<file path="src/rtl/fire_ctrl_if.sv">
// Bundles the acquisition sample stream and the launcher request/acknowledge pair
// that fire_ctrl consumes and drives.
interface fire_ctrl_if;
  // Sample stream: a sample transfers on a clock edge where data_in_valid and
  // data_in_ready are both 1; x_in/y_in/target_found_in are only meaningful while
  // data_in_valid is 1. Launcher side: fire_req stays high with fire_x/fire_y
  // frozen until the edge that samples fire_ack=1.
  logic [15:0] x_in;
  logic [15:0] y_in;
  logic        target_found_in;
  logic        data_in_valid;
  logic        data_in_ready;
  logic        fire_req;
  logic [15:0] fire_x;
  logic [15:0] fire_y;
  logic        fire_ack;

  modport master (
    output x_in, y_in, target_found_in, data_in_valid, fire_ack,
    input  data_in_ready, fire_req, fire_x, fire_y
  );

  modport slave (
    input  x_in, y_in, target_found_in, data_in_valid, fire_ack,
    output data_in_ready, fire_req, fire_x, fire_y
  );
endinterface

</file>
<file path="src/rtl/fire_ctrl.sv">
// Engagement controller: confirms a stable in-zone lock, waits for arm release,
// issues a held fire request with latched coordinates, then cools down.
module fire_ctrl #(
  parameter logic [15:0] ZONE_X_MIN      = 16'd100,
  parameter logic [15:0] ZONE_X_MAX      = 16'd60000,
  parameter logic [15:0] ZONE_Y_MIN      = 16'd100,
  parameter logic [15:0] ZONE_Y_MAX      = 16'd60000,
  parameter int unsigned CONFIRM_COUNT   = 3,
  parameter logic [15:0] ARM_TIMEOUT     = 16'd1000,
  parameter logic [15:0] COOLDOWN_CYCLES = 16'd500
) (
  input  logic              clk,
  input  logic              reset,
  fire_ctrl_if.slave        bus,
  input  logic              arm_enable,
  output logic              abort,
  output logic [2:0]        state_out,
  output logic [7:0]        engage_count
);

  typedef enum logic [2:0] {
    ST_IDLE     = 3'd0,
    ST_TRACK    = 3'd1,
    ST_ARMED    = 3'd2,
    ST_FIRE     = 3'd3,
    ST_COOLDOWN = 3'd4
  } state_t;

  localparam logic [3:0]  CONFIRM_TGT  = 4'(CONFIRM_COUNT);
  localparam logic [15:0] ARM_LAST     = ARM_TIMEOUT - 16'd1;
  localparam logic [15:0] COOLDOWN_LAST = COOLDOWN_CYCLES - 16'd1;

  state_t      state_q, state_d;
  logic [3:0]  confirm_q, confirm_d;
  logic [15:0] timer_q, timer_d;
  logic [15:0] coord_x_q, coord_x_d;
  logic [15:0] coord_y_q, coord_y_d;
  logic        fire_req_q, fire_req_d;
  logic        abort_q, abort_d;
  logic [7:0]  engage_q, engage_d;

  logic accept;
  logic qualify;
  logic in_zone;

  assign bus.data_in_ready = (state_q != ST_FIRE);
  assign accept  = bus.data_in_valid && bus.data_in_ready;
  assign in_zone = (bus.x_in >= ZONE_X_MIN) && (bus.x_in <= ZONE_X_MAX) &&
                   (bus.y_in >= ZONE_Y_MIN) && (bus.y_in <= ZONE_Y_MAX);
  assign qualify = bus.target_found_in && in_zone;

  always_ff @(posedge clk) begin
    if (reset) begin
      state_q    <= ST_IDLE;
      confirm_q  <= 4'd0;
      timer_q    <= 16'd0;
      coord_x_q  <= 16'd0;
      coord_y_q  <= 16'd0;
      fire_req_q <= 1'b0;
      abort_q    <= 1'b0;
      engage_q   <= 8'd0;
    end else begin
      state_q    <= state_d;
      confirm_q  <= confirm_d;
      timer_q    <= timer_d;
      coord_x_q  <= coord_x_d;
      coord_y_q  <= coord_y_d;
      fire_req_q <= fire_req_d;
      abort_q    <= abort_d;
      engage_q   <= engage_d;
    end
  end

  always_comb begin
    state_d    = state_q;
    confirm_d  = confirm_q;
    timer_d    = timer_q;
    coord_x_d  = coord_x_q;
    coord_y_d  = coord_y_q;
    fire_req_d = fire_req_q;
    abort_d    = 1'b0;
    engage_d   = engage_q;

    // The coordinate register tracks the newest qualifying sample until FIRE freezes it.
    if (accept && qualify &&
        (state_q == ST_IDLE || state_q == ST_TRACK || state_q == ST_ARMED)) begin
      coord_x_d = bus.x_in;
      coord_y_d = bus.y_in;
    end

    case (state_q)
      ST_IDLE: begin
        if (accept && qualify) begin
          confirm_d = 4'd1;
          if (CONFIRM_TGT == 4'd1) begin
            state_d = ST_ARMED;
            timer_d = 16'd0;
          end else begin
            state_d = ST_TRACK;
          end
        end
      end

      ST_TRACK: begin
        if (accept) begin
          if (qualify) begin
            confirm_d = confirm_q + 4'd1;
            if (confirm_q + 4'd1 == CONFIRM_TGT) begin
              state_d = ST_ARMED;
              timer_d = 16'd0;
            end
          end else begin
            state_d   = ST_IDLE;
            confirm_d = 4'd0;
          end
        end
      end

      // Lock loss outranks timeout, which outranks the operator release.
      ST_ARMED: begin
        timer_d = timer_q + 16'd1;
        if (accept && !qualify) begin
          state_d   = ST_IDLE;
          confirm_d = 4'd0;
          abort_d   = 1'b1;
        end else if (timer_q == ARM_LAST) begin
          state_d   = ST_IDLE;
          confirm_d = 4'd0;
          abort_d   = 1'b1;
        end else if (arm_enable) begin
          state_d    = ST_FIRE;
          fire_req_d = 1'b1;
        end
      end

      ST_FIRE: begin
        if (bus.fire_ack) begin
          state_d    = ST_COOLDOWN;
          fire_req_d = 1'b0;
          timer_d    = 16'd0;
          if (engage_q != 8'hFF) begin
            engage_d = engage_q + 8'd1;
          end
        end
      end

      ST_COOLDOWN: begin
        if (timer_q == COOLDOWN_LAST) begin
          state_d   = ST_IDLE;
          confirm_d = 4'd0;
        end else begin
          timer_d = timer_q + 16'd1;
        end
      end

      default: begin
        state_d    = ST_IDLE;
        confirm_d  = 4'd0;
        fire_req_d = 1'b0;
      end
    endcase
  end

  assign bus.fire_req  = fire_req_q;
  assign bus.fire_x    = coord_x_q;
  assign bus.fire_y    = coord_y_q;
  assign abort         = abort_q;
  assign state_out     = state_q;
  assign engage_count  = engage_q;

  a_req_matches_state: assert property (@(posedge clk) disable iff (reset)
    fire_req_q == (state_q == ST_FIRE));

  a_coords_frozen: assert property (@(posedge clk) disable iff (reset)
    (state_q == ST_FIRE) |=> (state_q != ST_FIRE) || ($stable(coord_x_q) && $stable(coord_y_q)));

  a_abort_single: assert property (@(posedge clk) disable iff (reset)
    abort_q |=> !abort_q);

endmodule

</file>
<file path="src/flat_wrapper.sv">
// flat-port wrapper written by rule: the top's interface ports become plain ports
module fire_ctrl_flat 
#(
  parameter logic [15:0] ZONE_X_MIN      = 16'd100,
  parameter logic [15:0] ZONE_X_MAX      = 16'd60000,
  parameter logic [15:0] ZONE_Y_MIN      = 16'd100,
  parameter logic [15:0] ZONE_Y_MAX      = 16'd60000,
  parameter int unsigned CONFIRM_COUNT   = 3,
  parameter logic [15:0] ARM_TIMEOUT     = 16'd1000,
  parameter logic [15:0] COOLDOWN_CYCLES = 16'd500
)
  (clk, reset, arm_enable, abort, state_out, engage_count, bus_x_in, bus_y_in, bus_target_found_in, bus_data_in_valid, bus_fire_ack, bus_data_in_ready, bus_fire_req, bus_fire_x, bus_fire_y);
  fire_ctrl_if bus_i ();
  input  logic clk;
  input  logic reset;
  input  logic arm_enable;
  output logic abort;
  output logic [2:0] state_out;
  output logic [7:0] engage_count;
  input wire logic [$bits(bus_i.x_in)-1:0] bus_x_in;
  input wire logic [$bits(bus_i.y_in)-1:0] bus_y_in;
  input wire logic [$bits(bus_i.target_found_in)-1:0] bus_target_found_in;
  input wire logic [$bits(bus_i.data_in_valid)-1:0] bus_data_in_valid;
  input wire logic [$bits(bus_i.fire_ack)-1:0] bus_fire_ack;
  output wire logic [$bits(bus_i.data_in_ready)-1:0] bus_data_in_ready;
  output wire logic [$bits(bus_i.fire_req)-1:0] bus_fire_req;
  output wire logic [$bits(bus_i.fire_x)-1:0] bus_fire_x;
  output wire logic [$bits(bus_i.fire_y)-1:0] bus_fire_y;
  assign bus_i.x_in = bus_x_in;
  assign bus_i.y_in = bus_y_in;
  assign bus_i.target_found_in = bus_target_found_in;
  assign bus_i.data_in_valid = bus_data_in_valid;
  assign bus_i.fire_ack = bus_fire_ack;
  assign bus_data_in_ready = bus_i.data_in_ready;
  assign bus_fire_req = bus_i.fire_req;
  assign bus_fire_x = bus_i.fire_x;
  assign bus_fire_y = bus_i.fire_y;
  fire_ctrl #(.ZONE_X_MIN(ZONE_X_MIN), .ZONE_X_MAX(ZONE_X_MAX), .ZONE_Y_MIN(ZONE_Y_MIN), .ZONE_Y_MAX(ZONE_Y_MAX), .CONFIRM_COUNT(CONFIRM_COUNT), .ARM_TIMEOUT(ARM_TIMEOUT), .COOLDOWN_CYCLES(COOLDOWN_CYCLES)) u_core (.clk(clk), .reset(reset), .bus(bus_i), .arm_enable(arm_enable), .abort(abort), .state_out(state_out), .engage_count(engage_count));
endmodule
</file>
<file path="config.mk">
export PLATFORM = sky130hd
export DESIGN_NAME = fire_ctrl_flat
export DESIGN_NICKNAME = d
export VERILOG_FILES = /design/src/rtl/fire_ctrl_if.sv /design/src/rtl/fire_ctrl.sv /design/src/flat_wrapper.sv
export SDC_FILE = /design/constraint.sdc
export NUM_CORES = 1
export LEC_CHECK = 0
export CORE_UTILIZATION = 44
export CTS_CLUSTER_SIZE = 25
export DETAILED_ROUTE_END_ITERATION = 12
export PLACE_DENSITY = 0.76
export SYNTH_ARGS = -nofsm -noshare
export SYNTH_HDL_FRONTEND = slang
export SYNTH_SLANG_ARGS = --single-unit
</file>
<file path="constraint.sdc">
create_clock -name clk -period 2.8 [get_ports clk]
set_input_delay 0.42 -clock clk [delete_from_list [all_inputs] [get_ports clk]]
set_output_delay 0.42 -clock clk [all_outputs]
set_load 0.03 [all_outputs]
</file>
run_1/layers.png
Only two layers are drawn.
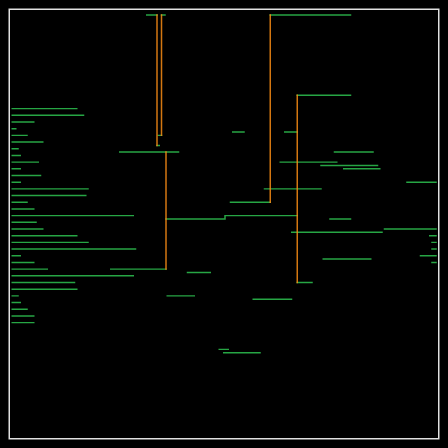
| layer | color | wire length |
|---|---|---|
| M4 | orange | 151 um |
| M3 | green | 494 um |
number of vias after detailed routing: 3062
Total GRT Usage: 0.222
Routed Wire Length: 8.27 mm

run_1/clock_wires.png
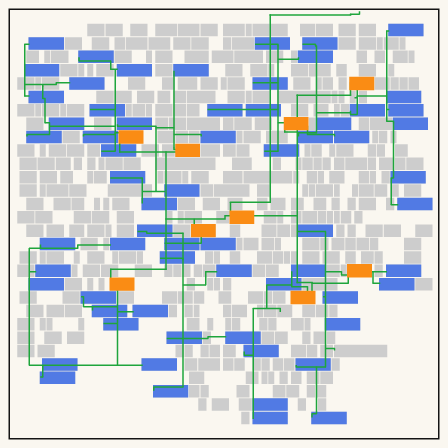
[clock wires] green | length: 858 um
[clock-net drivers] orange | count: 9
[flip-flops] blue | count: 65
flops lie: widely spread

run_1/congestion_map.png
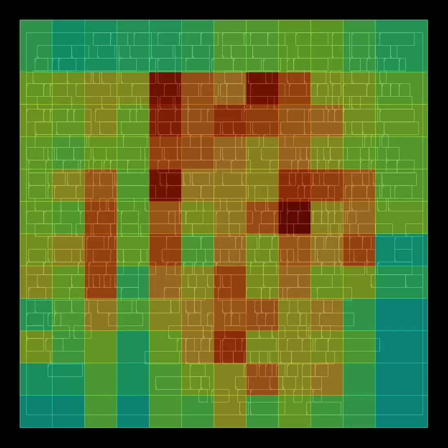
met3 track demand over resource in global routing: 0.0682
met1 Resource Use GR: 0.263
busiest grt layer: met2
met2 Resource Use GR: 0.378

run_1/class_map.png
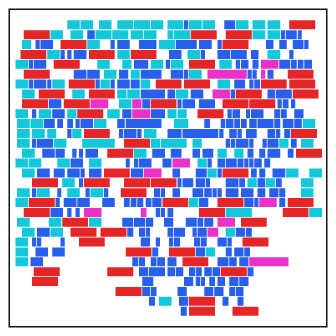
| class | color | cells | share of their area |
|---|---|---|---|
| registers | red | 65 | 29% |
| remaining logic cells | blue | 276 | 42% |
| clock drivers and dummy loads | magenta | 15 | 4.7% |
| remaining buffers and delay cells | cyan | 110 | 25% |
post-route cell area: 4570 um^2
Core Footprint: 6910 um^2
Core Rows: 30
final core utilization: 0.662

-- run 1: what timing repair did --
item,4_1_cts,5_1_grt
cloned,0,1
endpoints found under the setup margin,1,35
buffers inserted,0,1
pin swaps,0,7
resized,1,20
-- run 1: sequential cells by signal (all words and copies together) (netlist names) --
register             cells
u_core.bus.fire_x       16
u_core.engage_count      8
u_core.confirm_q         4
u_core.timer_q          16
u_core.bus.fire_req      1
u_core.abort             1
u_core.bus.fire_y       16
u_core.state_out         3
-- run 1: routing by layer --
layer	track usage	routed length, um	up-vias	part of all wire
met5	0	0	-	0
met4	0.0833	150	0	0.018
met3	0.0682	493	13	0.060
met2	0.378	4060	85	0.49
met1	0.263	3560	1428	0.43
li1	-	-	1536	-
-- run 1: worst max-delay path, cell delays in order --
cell	delay, ns
sky130_fd_sc_hd__clkdlybuf4s50_1	0.44
sky130_fd_sc_hd__buf_4	0.16
sky130_fd_sc_hd__o21a_1	0.18
sky130_fd_sc_hd__o221a_1	0.24
sky130_fd_sc_hd__or3_4	0.41
sky130_fd_sc_hd__a2111oi_4	0.54
sky130_fd_sc_hd__buf_6	0.23
sky130_fd_sc_hd__mux2i_2	0.25
sky130_fd_sc_hd__nor2_1	0.07
-- run 1: path summary, 6_finish.rpt --
kind / startpoint / end / slack (ns)
min: bus_x_in[8] / u_core.bus.fire_x[8] / 0.39
min reg2reg: u_core.bus.fire_x[6] / u_core.bus.fire_x[6] / 0.49
max: bus_x_in[9] / u_core.bus.fire_x[7] / 0.07
max reg2reg: u_core.timer_q[0] / u_core.confirm_q[0] / 0.40
-- run 1: metrics by stage --
step	hold WS [ns]	setup WS (ns)
CTS	0.463	0.00836
global placement	0.471	-0.277
floorplan	0.458	0.154
global route	0.429	-0.0226
finish	0.386	0.0701
detailed placement	0.482	-0.342
==> impl_results.rst, run 1 <==
Synthesis and place-and-route
=============================

.. list-table::
   :header-rows: 1

   * - Metric
     - Value
   * - Result of the run
     - completed
   * - Dominant logic cell types in the final layout
     - sky130_fd_sc_hd__clkdlybuf4s50_1, sky130_fd_sc_hd__dfxtp_1, sky130_fd_sc_hd__nor2_1
   * - CP max FO
     - 8
   * - Antenna violations before repair
     - 0
   * - Area after detailed placement
     - roughly 4200 um^2
   * - Clock Network Area Fraction
     - 0.0457
   * - Worst-path clk slew
     - 0.07 ns
   * - Synthesized area per cell
     - 8.81 um^2
   * - Die area
     - 7580 um^2
   * - MI comb area
     - 1820 um^2
   * - Aoi share
     - 0.163
   * - Worst Clk Skew
     - ~0.0092 ns
   * - Area fraction in mux cells
     - 0.113
   * - Number of nets still failing antenna checks after routing
     - 0
   * - Number of ordinary inverters in the final layout
     - 6
   * - Library cell with the highest instance count after synthesis
     - sky130_fd_sc_hd__dfxtp_1
   * - Data required, critical path
     - 3.01 ns
   * - Comb_multi_in
     - ~270
   * - Total of clock buffers placed in the layout
     - 10
   * - Post-synth tally of flip-flops with integrated enable
     - 0
   * - Fraction of final layout cells with drive strength greater than 1
     - 0.133
   * - Syn_nets
     - 403
   * - Proportion of power drawn by the clock network
     - 0.356
   * - Proportion of total power due to net switching
     - 0.290
   * - Max frequency
     - 0.366 GHz
   * - Cell-internal power
     - 1720 uW
   * - Chip area from the yosys synthesis statistics
     - around 3200 um^2
   * - Async set or reset register ratio after synthesis
     - 0
   * - Antenna cell count
     - 0
   * - Multi-input logic portion of the cell area
     - 0.399
   * - Cell type with the largest total area after synthesis
     - sky130_fd_sc_hd__dfxtp_1
   * - Power per standard cell area
     - 530 nW/um^2
   * - Post-synthesis sequential element count
     - 65
   * - Routed length per placed instance
     - 14.7 um
   * - Max-cap check violation count
     - 0
   * - Tap Cells
     - roughly 96
   * - Effective utilization at floorplan
     - 0.461
   * - # clock sinks
     - roughly 65
   * - Drt initial violations
     - about 150
   * - Synthesized-area fraction occupied by adder cells
     - 0.0157
   * - Path category of the worst min-delay check
     - in2reg
   * - Worst-case vdd ir drop
     - 352 uV
   * - Non-clock buffer total of the final layout
     - 110
   * - Flip-flop and latch share of the layout cell area
     - 0.285
   * - DP HPWL
     - 5.94 mm
   * - Vias per inst
     - 5.45
   * - Minimum period implied by the final worst setup slack
     - 2.73 ns
   * - Final Cycle Share
     - 0.975
   * - Flip-flops
     - 65
   * - Clock network latency to the later pin of the worst-skew pair
     - roughly 0.34 ns
   * - Number of pins exceeding their max-slew limit in the final report
     - 0
   * - Most numerous cell types in the synthesized netlist
     - sky130_fd_sc_hd__dfxtp_1, sky130_fd_sc_hd__nor2_1, sky130_fd_sc_hd__mux2i_1
   * - Post-layout nets
     - 504
   * - Part of the power in combinational logic
     - 0.228
   * - Area used by sequential logic in the layout
     - between 1000 and 1500 um^2
   * - OpenROAD warning count
     - 27
   * - Top cell excl fill/tap
     - sky130_fd_sc_hd__clkdlybuf4s50_1
   * - Top flip-flop cell by instance count after synthesis
     - sky130_fd_sc_hd__dfxtp_1
   * - Number of top-level pins
     - 84
   * - Number of endpoints with negative hold slack in the final report
     - 0
   * - Cells on worst reg2reg path
     - 8
   * - Global-route wire length before repair
     - 13.2 mm
   * - Number of global-route vias before repair
     - 2928
   * - Leakage dissipation
     - 0.00169 uW
   * - Max transition margin
     - 0.661
   * - Power attributed to the clock group
     - 862 uW
   * - Worst setup SP type
     - input pin
   * - Cts hold-fix bufs
     - 0
   * - Clock tree from TritonCTS
     - built
   * - Prevailing logic family in the synthesized netlist
     - simple AND/OR/NAND/NOR gates
   * - Number of clock buffers inserted by TritonCTS
     - 9
   * - Count of placed standard cells in the final layout, fillers left out
     - approximately 560
   * - Count of distinct cell types in the synthesized netlist
     - roughly 53
   * - Accumulated negative setup slack
     - 0 ns
   * - Largest cell class
     - multi-input combinational cells
   * - Final setup viols
     - 0
   * - Number of cells on the worst hold path
     - 3
   * - DIE WIDTH
     - about 87 um
   * - Total of fill cells in the finished design
     - 565
   * - Number of optimization iterations in the first detailed-route pass
     - 4
   * - Power consumption
     - 2420 uW
   * - Number of cells in the yosys synthesis report
     - 361
   * - H-tree levels
     - 3
   * - Power drawn by the combinational cells
     - 552 uW
   * - Category of the most critical setup path
     - in2reg
   * - Synth top area cells
     - sky130_fd_sc_hd__dfxtp_1, sky130_fd_sc_hd__mux2i_1, sky130_fd_sc_hd__nor2_1, sky130_fd_sc_hd__a21oi_1, sky130_fd_sc_hd__o31ai_1
   * - Power in sequential cells
     - 1010 uW
   * - Critical Path End Type
     - flip-flop
   * - Clk buf depth
     - 2
   * - Arrival time of the worst setup path
     - 2.94 ns
   * - Inst Count DP
     - 545
   * - CTS Root Cell
     - sky130_fd_sc_hd__clkbuf_8
   * - Proportion of power drawn by flip-flops and latches
     - 0.416
   * - Transition at the pin with the smallest max-transition slack
     - 0.504 ns
   * - Total congestion overflow after global routing
     - 0
   * - Switching power
     - 702 uW
   * - Netlist Area Pre-Place
     - around 3200 um^2
   * - Maximum number of pins on one net before global-route repair
     - 36
   * - Yosys xor share
     - 0.0165
   * - Register area share after synthesis
     - 0.409
   * - Area grow syn2layout
     - 43.6%
   * - Share of synthesized cell area in and, or, nand and nor gates
     - 0.243
   * - Top pwr grp
     - sequential cells
   * - Top cell type's share of synthesized area
     - 0.409
   * - Vertical die dimension
     - 87.0 um
   * - IO buf count
     - 83
   * - Ys Warns
     - 0
   * - Instance count of the mapped netlist
     - ~360
   * - Post-route DRC
     - 0
   * - Layout non-clock buf frac
     - 0.239
   * - Final weighted congestion of routability-driven global placement
     - between 0.8 and 0.9
==> run 2, diff against run 1 <==
Settings changed: TNS_END_PERCENT from default to 100.
run_2/layers.png
Only two layers are drawn.
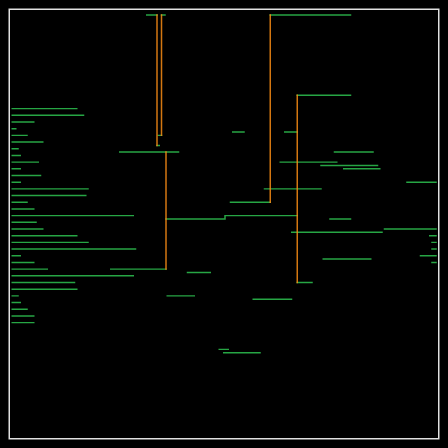
| layer | color | wire length |
|---|---|---|
| M4 | orange | 151 um |
| M3 | green | 494 um |
routed length per placed instance: 14.7 um

==> run 2 against run 1 <==
Net effect: sequential power barely moved; register-to-register slack barely moved; die area did not move; global-route usage did not move; area after synthesis did not move; hold slack did not move; core utilization did not move; cell count did not move; critical path type unchanged; final area did not move; clock skew did not move; maximum frequency did not move.
==> impl_results.rst, run 2 <==
Synthesis and place-and-route
=============================

.. list-table::
   :header-rows: 1

   * - Metric
     - Value
   * - Number of global-route vias before repair
     - 2928
   * - Top flip-flop cell by instance count after synthesis
     - sky130_fd_sc_hd__dfxtp_1
   * - Number of endpoints with negative hold slack in the final report
     - 0
   * - Worst-path clk slew
     - around 0.07 ns
   * - Cells on worst reg2reg path
     - 8
   * - Endpoint of the worst register-to-register path
     - u_core.confirm_q[0]
   * - Number of cells on the worst hold path
     - 3
   * - Instance count of the mapped netlist
     - around 360
   * - Vias per inst
     - 5.45
   * - Count of placed standard cells in the final layout, fillers left out
     - 562
   * - Fraction of final layout cells with drive strength greater than 1
     - 0.133
   * - Most numerous cell types in the synthesized netlist
     - sky130_fd_sc_hd__dfxtp_1, sky130_fd_sc_hd__nor2_1, sky130_fd_sc_hd__mux2i_1
   * - H-tree levels
     - 3
   * - R2R setup slack
     - 0.40 ns
   * - Least setup slack across all paths after layout
     - 0.0701 ns
   * - Worst slack at placement
     - -0.342 ns
   * - Wire length the detailed router placed on met1
     - ~3.6 mm
   * - Worst Clk Skew
     - 0.00921 ns
   * - Final Cycle Share
     - 0.975
   * - Met2 WL post-DR
     - 4.06 mm
   * - CP max FO
     - 8
   * - Final core utilization
     - 0.662
   * - Drt initial violations
     - 145
   * - Number of clock buffers inserted by TritonCTS
     - 9
   * - Syn_nets
     - roughly 400
   * - Top routing layer in use
     - met4
   * - Top cell type's share of synthesized area
     - 0.409
   * - Met1 Resource Use GR
     - 0.263
   * - Number of pins exceeding their max-slew limit in the final report
     - 0
   * - Final weighted congestion of routability-driven global placement
     - 0.863
   * - Post-synth tally of flip-flops with integrated enable
     - 0
   * - Core Footprint
     - about 6900 um^2
   * - End point of the worst hold path
     - u_core.bus.fire_x[8]
   * - Critical Path End Type
     - flip-flop
   * - Worst reg2reg path startpoint
     - u_core.timer_q[0]
   * - Inst Count DP
     - 545
   * - OpenROAD warning count
     - 27
   * - Ys Warns
     - 0
   * - Termination of the worst setup path
     - u_core.bus.fire_x[7]
   * - Vertical die dimension
     - 87.0 um
   * - Effective utilization at floorplan
     - 0.461
   * - Netlist Area Pre-Place
     - 3180 um^2
   * - Max-cap check violation count
     - 0
   * - Async set or reset register ratio after synthesis
     - 0
   * - Max transition margin
     - 0.661
   * - Arrival time of the worst setup path
     - 2.94 ns
   * - Register area share after synthesis
     - 0.409
   * - CTS Root Cell
     - sky130_fd_sc_hd__clkbuf_8
   * - IO buf count
     - 83
   * - Chip area from the yosys synthesis statistics
     - 3180 um^2
   * - Total congestion overflow after global routing
     - 0
   * - Met2 Resource Use GR
     - 0.378
   * - Worst setup SP type
     - input pin
   * - Cell type with the largest total area after synthesis
     - sky130_fd_sc_hd__dfxtp_1
   * - Maximum number of pins on one net before global-route repair
     - 36
   * - Result of the run
     - completed
   * - Antenna cell count
     - 0
   * - Accumulated negative setup slack
     - 0 ns
   * - Clock tree from TritonCTS
     - built
   * - Total GRT Usage
     - 0.222
   * - Die area
     - 7580 um^2
   * - Power consumption
     - around 2400 uW
   * - Post-route cell area
     - 4570 um^2
   * - Leakage dissipation
     - about 0.0017 uW
   * - DIE WIDTH
     - 87.0 um
   * - Number of top-level pins
     - 84
   * - Post-layout nets
     - 504
   * - Area after detailed placement
     - 4240 um^2
   * - Hold Path Origin
     - bus_x_in[8]
   * - Routed met3 length
     - approximately 500 um
   * - Clk buf depth
     - 2
   * - # clock sinks
     - 65
   * - Minimum period implied by the final worst setup slack
     - 2.73 ns
   * - Number of nets still failing antenna checks after routing
     - 0
   * - Number of optimization iterations in the first detailed-route pass
     - 4
   * - Synth top area cells
     - sky130_fd_sc_hd__dfxtp_1, sky130_fd_sc_hd__mux2i_1, sky130_fd_sc_hd__nor2_1, sky130_fd_sc_hd__a21oi_1, sky130_fd_sc_hd__o31ai_1
   * - Library cell with the highest instance count after synthesis
     - sky130_fd_sc_hd__dfxtp_1
   * - Met3 track demand over resource in global routing
     - 0.0682
   * - Power per standard cell area
     - 530 nW/um^2
run_2/class_map.png
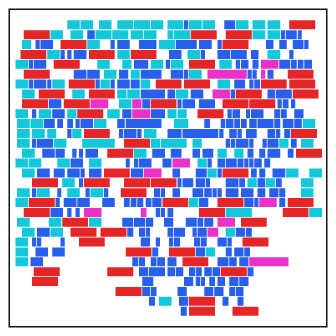
| class | color | cells | share of their area |
|---|---|---|---|
| remaining logic cells | blue | 276 | 42% |
| registers | red | 65 | 29% |
| remaining buffers and delay cells | cyan | 110 | 25% |
| clock drivers and dummy loads | magenta | 15 | 4.7% |

-- run 2: cell counts after synthesis --
No cell type changed its count.
-- run 2: final cells by class --
type	instances	area, um^2	area share
well taps	96	120	0.0263
repair buffers	110	1090	0.239
flip-flops and latches	65	1300	0.285
clock buffers	10	128	0.0279
inverters	6	22.5	0.00493
clock inverters	5	81.3	0.0178
multi-input cells	270	1820	0.399
-- run 2: logic make-up (layout without fill, tap and decap cells) --
| logic type | count (synthesis) | count (layout) | synth area share |
|---|---|---|---|
| simple gates | 149 | 149 | 0.243 |
| compound gates | 75 | 75 | 0.163 |
| flops | 65 | 65 | 0.409 |
| mux | 36 | 36 | 0.113 |
| buf+inv | 26 | 131 | 0.0393 |
| xor+xnor | 6 | 6 | 0.0165 |
| fa+ha+maj | 4 | 4 | 0.0157 |
-- run 2: worst max-delay path, stage by stage --
cell                              delay (ns)
sky130_fd_sc_hd__clkdlybuf4s50_1        0.44
sky130_fd_sc_hd__buf_4                  0.16
sky130_fd_sc_hd__o21a_1                 0.18
sky130_fd_sc_hd__o221a_1                0.24
sky130_fd_sc_hd__or3_4                  0.41
sky130_fd_sc_hd__a2111oi_4              0.54
sky130_fd_sc_hd__buf_6                  0.23
sky130_fd_sc_hd__mux2i_2                0.25
sky130_fd_sc_hd__nor2_1                 0.07
-- run 2: what timing repair did --
action / 4_1_cts / 5_1_grt
hold buffers: 0 / 0
setup endpoints to repair: 1 / 35
cloned: 0 / 1
gates resized: 1 / 20
pin swaps: 0 / 7
setup buffers: 0 / 1
-- run 2: report_power, final --
group	internal [uW]	switching, uW
Sequential	967	41.0
Combinational	256	296
Clock	497	365
Total	1720	702
run_2/pinout.png
Pins as bars across the die edge, other pins in gray.
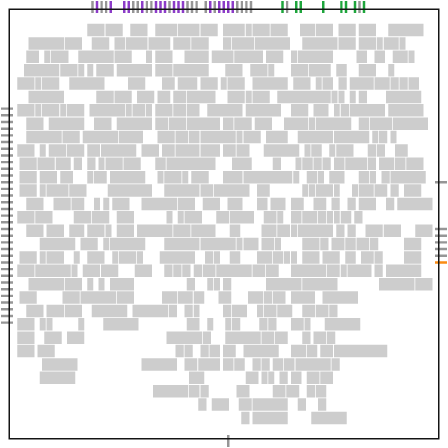

==> run 3, diff against run 2 <==
Settings changed: ABC_AREA from default to 1, CORE_UTILIZATION 44 to 50, PLACE_DENSITY 0.76 to 0.8.
Clock period 2.8 ns to 2.7 ns, I/O delays scaled along.
run_3/pinout.png
Pins as bars across the die edge, other pins in gray.
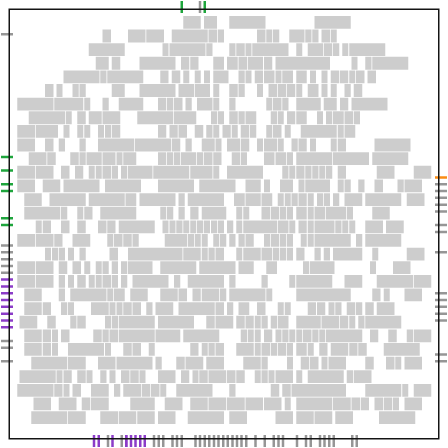
| port | color | pins | direction | edge |
|---|---|---|---|---|
| engage_count | green | 8 | output | 6 west, 2 north |
| abort | orange | 1 | output | east |
| bus_x_in | purple | 16 | input | 8 south, 8 west |
all pins by edge: 42 south, 23 west, 16 east, 3 north

run_3/class_map.png
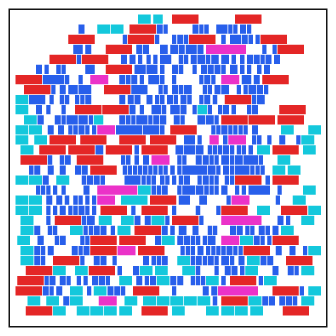
| class | color | cells | share of their area |
|---|---|---|---|
| registers | red | 65 | 29% |
| remaining buffers and delay cells | cyan | 87 | 19% |
| clock drivers and dummy loads | magenta | 15 | 5.8% |
| remaining logic cells | blue | 442 | 46% |

==> run 3 against run 2 <==
Net effect: register-to-register slack better by 0.21 ns; combinational power rose to 2.5 times the previous value; sequential share of layout area fell by 0.43 points; via count is 16% higher; cell count grew 23%; area after synthesis up 9.4%; critical path type unchanged; first-iteration DRC count increased by 37%; clock skew shrank 0.0031 ns; critical path depth grew 2.
==> impl_results.rst, run 3 <==
Synthesis and place-and-route
=============================

.. list-table::
   :header-rows: 1

   * - Metric
     - Value
   * - Clock tree from TritonCTS
     - built
   * - Worst-path clk slew
     - 0.07 ns
   * - Leakage dissipation
     - ~0.0019 uW
   * - Clk buf depth
     - 2
   * - Critical Path End Type
     - flip-flop
   * - Core Rows
     - 30
   * - Worst Clk Skew
     - 0.00611 ns
   * - Accumulated negative setup slack
     - 0 ns
   * - Instance count of the mapped netlist
     - 522
   * - R2R setup slack
     - 0.61 ns
   * - Worst reg2reg path startpoint
     - u_core.timer_q[0]
   * - Die area
     - 7300 um^2
   * - Power per standard cell area
     - 799 nW/um^2
   * - Arrival time of the worst setup path
     - 2.45 ns
   * - Area grow syn2layout
     - 33.3%
   * - Total GRT Usage
     - 0.255
   * - Number of pins exceeding their max-slew limit in the final report
     - 0
   * - Number of ordinary inverters in the final layout
     - 84
   * - Minimum period implied by the final worst setup slack
     - 2.22 ns
   * - Transition at the pin with the smallest max-transition slack
     - 0.506 ns
   * - Chip area from the yosys synthesis statistics
     - 3480 um^2
   * - Post-synthesis sequential element count
     - 65
   * - Non-clock buffer total of the final layout
     - 87
   * - Routed Wire Length
     - 8.64 mm
   * - Antenna violations before repair
     - 0
   * - End point of the worst hold path
     - u_core.bus.fire_x[7]
   * - Cell type with the largest total area after synthesis
     - sky130_fd_sc_hd__dfxtp_1
   * - Clock network latency to the later pin of the worst-skew pair
     - 0.34 ns
   * - Number of optimization iterations in the first detailed-route pass
     - 5
   * - Antenna cell count
     - 0
   * - Tap Cells
     - 80
   * - Async set or reset register ratio after synthesis
     - 0
   * - Total of fill cells in the finished design
     - between 500 and 600
   * - Clock Network Area Fraction
     - 0.0572
   * - Drt initial violations
     - 199
   * - Final setup viols
     - 0
   * - Most numerous cell types in the synthesized netlist
     - sky130_fd_sc_hd__nand2_1, sky130_fd_sc_hd__inv_1, sky130_fd_sc_hd__nor2_1
   * - Vertical die dimension
     - 85.4 um
   * - Final weighted congestion of routability-driven global placement
     - 0.878
   * - Number of vias after detailed routing
     - between 3000 and 4000
   * - Tightest hold margin
     - 0.445 ns
   * - Total of clock buffers placed in the layout
     - 10
   * - Vias per inst
     - approximately 5
   * - Number of global-route vias before repair
     - between 3000 and 4000
   * - Number of endpoints with negative hold slack in the final report
     - 0
   * - Number of nets still failing antenna checks after routing
     - 0
   * - Global-route wire length before repair
     - 15.0 mm
   * - Max-cap check violation count
     - 0
   * - Result of the run
     - completed
   * - Flip-flop and latch share of the layout cell area
     - 0.280
   * - RSZ-0062 raised after global routing
     - no
   * - # clock sinks
     - 65
   * - Inst Count DP
     - 674
   * - Number of cells on the worst hold path
     - 2
   * - Routed length per placed instance
     - 12.5 um
   * - Core Footprint
     - 6760 um^2
   * - Number of cells in the yosys synthesis report
     - 522
   * - Top cell excl fill/tap
     - sky130_fd_sc_hd__nand2_1
   * - MI comb area
     - 1780 um^2
   * - Post-synth tally of flip-flops with integrated enable
     - 0
   * - DIE WIDTH
     - 85.4 um
   * - Final Cycle Share
     - 0.824
   * - Worst-case vdd ir drop
     - 424 uV
   * - Hold Path Origin
     - u_core.bus.fire_x[7]
   * - Largest cell class
     - multi-input combinational cells
   * - Synth top area cells
     - sky130_fd_sc_hd__dfxtp_1, sky130_fd_sc_hd__nand2_1, sky130_fd_sc_hd__inv_1, sky130_fd_sc_hd__a21oi_1, sky130_fd_sc_hd__nor2_1
   * - Area used by sequential logic in the layout
     - 1300 um^2
   * - Max transition margin
     - 0.661
   * - Effective utilization at floorplan
     - 0.515
   * - Post-route DRC
     - 0
   * - Postcts setup bufs
     - 0
   * - Comb_multi_in
     - 358
   * - Dominant logic cell types in the final layout
     - sky130_fd_sc_hd__nand2_1, sky130_fd_sc_hd__clkdlybuf4s50_1, sky130_fd_sc_hd__inv_1
   * - H-tree levels
     - 3
   * - Total congestion overflow after global routing
     - 0
   * - OpenROAD warning count
     - 27
   * - Cells on worst reg2reg path
     - 9
   * - Endpoint of the worst register-to-register path
     - u_core.timer_q[1]
   * - Top cell type's share of synthesized area
     - 0.374
   * - Category of the most critical setup path
     - in2reg
   * - Register area share after synthesis
     - 0.374
   * - Max frequency
     - ~0.45 GHz
   * - CTS Root Cell
     - sky130_fd_sc_hd__clkbuf_8
   * - Power consumption
     - 3710 uW
   * - Area after detailed placement
     - between 4000 and 5000 um^2
   * - Count of placed standard cells in the final layout, fillers left out
     - 689
   * - Fraction of final layout cells with drive strength greater than 1
     - 0.0591
   * - IO buf count
     - 83
   * - Synthesized area per cell
     - roughly 6.7 um^2
   * - Total of cells resized after clock tree synthesis
     - 0
   * - Worst setup SP type
     - input pin
   * - Syn_nets
     - 564
   * - Number of clock buffers inserted by TritonCTS
     - 9
   * - Termination of the worst setup path
     - u_core.bus.fire_y[8]
   * - Layout non-clock buf frac
     - 0.188
   * - Cts hold-fix bufs
     - 0
   * - Library cell with the highest instance count after synthesis
     - sky130_fd_sc_hd__nand2_1
   * - DP HPWL
     - slightly above 6 mm
   * - Count of distinct cell types in the synthesized netlist
     - 38
   * - Maximum number of pins on one net before global-route repair
     - 50
   * - Path category of the worst min-delay check
     - reg2reg
   * - Flip-flops
     - 65
   * - Data required, critical path
     - 2.92 ns
   * - Netlist Area Pre-Place
     - 3480 um^2
   * - Top flip-flop cell by instance count after synthesis
     - sky130_fd_sc_hd__dfxtp_1
   * - Launching instance or port of the critical path
     - bus_x_in[14]
   * - Multi-input logic portion of the cell area
     - 0.385
   * - CP max FO
     - 49
   * - Post-route cell area
     - 4640 um^2
   * - Ys Warns
     - 0
   * - Number of top-level pins
     - approximately 84
   * - Post-layout nets
     - 647
[run 3: cell count changes after synthesis, sizes merged, moves of 4 or more]
cell    previous run  this run
or4               11         0
clkbuf            12         8
or3               10         0
nand2             18        98
and3               5         0
nor2              55        71
xor2               4         9
mux2i             36         0
o21ai             15        39
o31ai             12         1
inv                6        84
nand3             13        35
nand4              5        10
a21oi             24        59
[run 3: logic make-up after synthesis]
| group | Yosys count | share of synthesized area |
|---|---|---|
| buffers and inverters | 99 | 0.114 |
| AND-OR/OR-AND | 106 | 0.162 |
| adder cells (fa/ha/maj) | 4 | 0.0144 |
| flip-flops | 65 | 0.374 |
| AND/OR/NAND/NOR | 239 | 0.313 |
| XOR/XNOR | 9 | 0.0226 |
[run 3: through the flow]
stage / utilization / setup WS [ns]
global route: 0.687 / 0.253
global placement: 0.647 / 0.254
finish: 0.687 / 0.476
CTS: 0.687 / 0.479
floorplan: - / 0.844
detailed placement: 0.647 / 0.211
[run 3: worst max-delay path, stage by stage]
cell and delay, ns:
sky130_fd_sc_hd__clkdlybuf4s50_1 0.51, sky130_fd_sc_hd__nand2_1 0.08, sky130_fd_sc_hd__nor2_1 0.16, sky130_fd_sc_hd__and2_1 0.16, sky130_fd_sc_hd__nand2_1 0.05, sky130_fd_sc_hd__nand2_1 0.13
sky130_fd_sc_hd__nand4_1 0.17, sky130_fd_sc_hd__o21bai_4 0.30, sky130_fd_sc_hd__buf_12 0.22, sky130_fd_sc_hd__o21ai_0 0.19, sky130_fd_sc_hd__a21oi_1 0.07
[run 3: where the power goes]
group	internal [uW]	switching (uW)
registers	1100	114
clock network	727	369
logic	498	894
total	2330	1380
[run 3: metal layers]
layer  GRT usage  vias up  wire length, um
met5           0        -                0
met4       0.102        0              158
met3      0.0467       16              449
met2       0.415      103             4040
met1       0.335     1587             3990
li1            -     1841                -
No activity file was given, so power comes from the tool's default toggle rates.
